==> config.mk <==
export PLATFORM = sky130hd
export DESIGN_NAME = button_debouncer
export DESIGN_NICKNAME = d
export VERILOG_FILES = /design/src/rtl/button_debouncer.sv
export SDC_FILE = /design/constraint.sdc
export NUM_CORES = 1
export LEC_CHECK = 0
export ABC_CLOCK_PERIOD_IN_PS = 1800
export CAP_MARGIN = 15
export CELL_PAD_IN_SITES_DETAIL_PLACEMENT = 1
export CELL_PAD_IN_SITES_GLOBAL_PLACEMENT = 1
export CORE_AREA = 4 4 41 43
export DETAILED_ROUTE_END_ITERATION = 12
export DIE_AREA = 0 0 45 47
export GPL_ROUTABILITY_DRIVEN = 1
export MAX_ROUTING_LAYER = met4
export PLACE_DENSITY_LB_ADDON = 0.3
export SYNTH_ARGS = -nofsm -noshare
export SYNTH_HDL_FRONTEND = slang
export SYNTH_SLANG_ARGS = --single-unit
==> constraint.sdc <==
create_clock -name clk -period 1.8 [get_ports clk]
set_input_delay 0.18 -clock clk [delete_from_list [all_inputs] [get_ports clk]]
set_output_delay 0.18 -clock clk [all_outputs]
set_load 0.03 [all_outputs]
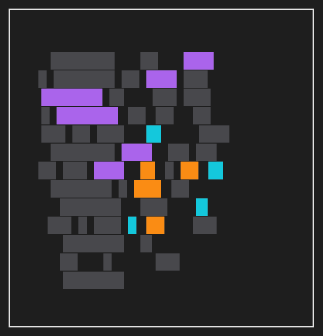
(run_1/gates.png)
Key: orange = and/or cells [cells 4, where middle]; cyan = nor cells [cells 4, where middle]; purple = fa/ha/maj cells [cells 6]
Layout Cells excl Fill: 67
combinational share of cell area: 44.4%

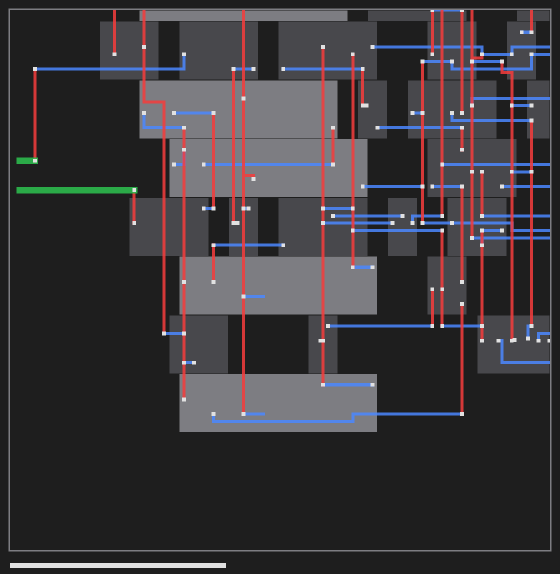
(run_1/closeup.png)
Bar = 10 um. Window x 0 to 25, y 0 to 25 um. Cells in gray, sequential cells in the stronger gray; small squares are vias.
Key: red = M2; green = M3; blue = M1
Most frequent: dfrtp_1 (4), inv_1 (3). Sequential cells in the window: 4. 21 logic cells have their middle in the window.

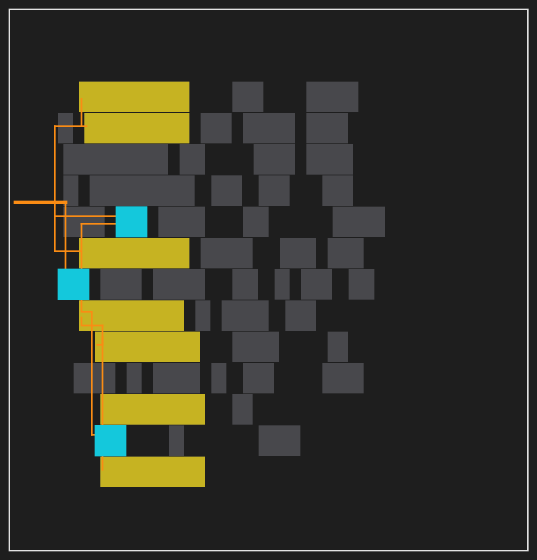
(run_1/clock_wires.png)
Key: orange = clock wires [length 77.5 um]; yellow = flip-flops [count 7]; cyan = clock-net drivers [count 3]
There are 4 routed clock nets.
clock skew: 3.48 ps
Worst-Skew Late Latency: 240 ps
P_clk: 0.134 mW

==> job_summary.md, run 1 <==
## PnR job results

| Metric | Value |
|---|---|
| Crit path arrival time | 1970 ps |
| Footprint of the multi-input gates | 265 sq um |
| Status | finished, violations left |
| Sequential power | 0.283 mW |
| Post-synthesis register bit count | 7 |
| Vias in the first global route | 379 |
| # fillers | 148 |
| Final GP Congestion | 0.779 |
| # diodes | 0 |
| Hpwl dp | 765 um |
| Seq area share | 29.8% |
| Routed wire length per instance | 12.9 um |
| Slew headroom | 75.2% |
| Die Size | 2120 sq um |
| Failing checks | negative setup slack |
| Post-synth top area share | 41.2% |
| Pwr/cell area | 1820 nW/um^2 |
| Buf/Inv on CP | 0 |
| Crit. End Element | flop |
| Worst path slowest cell | dfrtp_2 |
| Final Hold Fails | 0 |
| Yosys stat cell total | 38 |
| Max-area cell class | combinational gates |
| Final Worst Setup Slack | -51.9 ps |
| Critical path type | flop to flop |
| Mux frac, synth | 10.3% |
| # rows | 13 |
| Clock share of power | 12.4% |
| Initial DRC Count | 2 |
| Flops | 7 |
| Seq pwr share | 26.1% |
| Crit path largest cell delay | 450 ps |
| Heaviest power group | combinational cells |
| Fraction of layout cells with a size suffix above 1 | 34.6% |
| Setup bufs post-CTS | 0 |
| TritonCTS clock tree | done |
| Setup violators final | 1 |
| Total of max-cap violations | 0 |
--- run 2 (diff from run 1) ---
--- a/config.mk
+++ b/config.mk
@@ -5,13 +5,14 @@
 export SDC_FILE = /design/constraint.sdc
 export NUM_CORES = 1
 export LEC_CHECK = 0
+export ABC_AREA = 1
 export ABC_CLOCK_PERIOD_IN_PS = 1800
-export CAP_MARGIN = 15
+export CAP_MARGIN = 20
 export CELL_PAD_IN_SITES_DETAIL_PLACEMENT = 1
 export CELL_PAD_IN_SITES_GLOBAL_PLACEMENT = 1
-export CORE_AREA = 4 4 41 43
+export CORE_MARGIN = 4
+export CORE_UTILIZATION = 34
 export DETAILED_ROUTE_END_ITERATION = 12
-export DIE_AREA = 0 0 45 47
 export GPL_ROUTABILITY_DRIVEN = 1
 export MAX_ROUTING_LAYER = met4
 export PLACE_DENSITY_LB_ADDON = 0.3
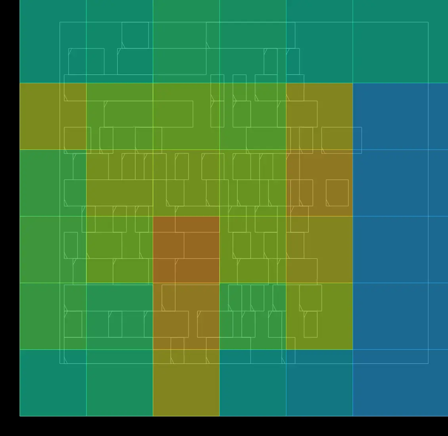
(run_2/congestion_map.png)
met2 Usage GRT: 17.6%
GR Layer Usage met3: 2.34%
Core Util, Final: 43.7%
GR peak layer: met2
All-Layer GR Usage: 11.4%

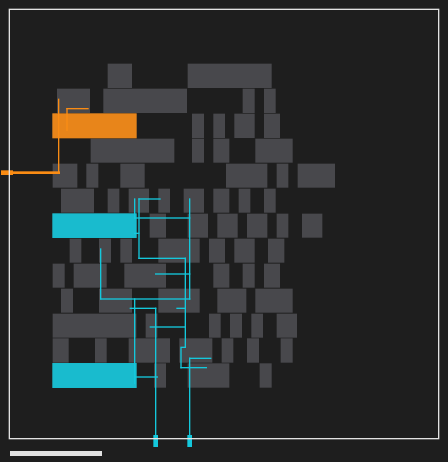
(run_2/port_trees.png)
Bar = 10 um.
Key: orange = press_i [direction input, edge left, end cells 1, buffers 1, wire 17.5 um]; cyan = state_o [direction output, edge bottom, end cells 2, buffers 2, wire 111 um]
PortBufs: 5
num ports: 6

==> run 2 against run 1 <==
  * The run now ends clean
  * Die area increased by 2.7%
  * Count of clock-buffer cells in the layout unchanged
  * Hold slack worse by 7.8 ps
  * Largest cell class unchanged
  * Global-route usage up 0.88 points
  * Via count increased by 24%
  * Area after synthesis grew 19%
  * Sequential share of layout area is 0.11 points lower
  * Sequential power barely moved
  * Final area decreased by 1.0%
  * Wire length rose by 7.6%
==> job_summary.md, run 2 <==
## PnR job results

| Metric | Value |
|---|---|
| Clock share of power | 12.9% |
| Status | completed |
| Post-synthesis register bit count | 7 |
| Initial DRC Count | 5 |
| # fillers | 179 |
| Critical path type | flop to output pin |
| Final Worst Setup Slack | 170 ps |
| Crit path largest cell delay | 730 ps |
| # diodes | 0 |
| Fraction of layout cells with a size suffix above 1 | 19.7% |
| TritonCTS clock tree | done |
| Pwr/cell area | 1770 nW/um^2 |
| Flops | 7 |
| Max-area cell class | combinational gates |
| Die Size | 2170 sq um |
| Slew headroom | 75.5% |
| Heaviest power group | combinational cells |
| Layout Cells excl Fill | 86 |
| Hpwl dp | 820 um |
| Seq pwr share | 26.8% |
| Worst-Skew Late Latency | 240 ps |
Power is estimated from default activity; no workload was simulated.
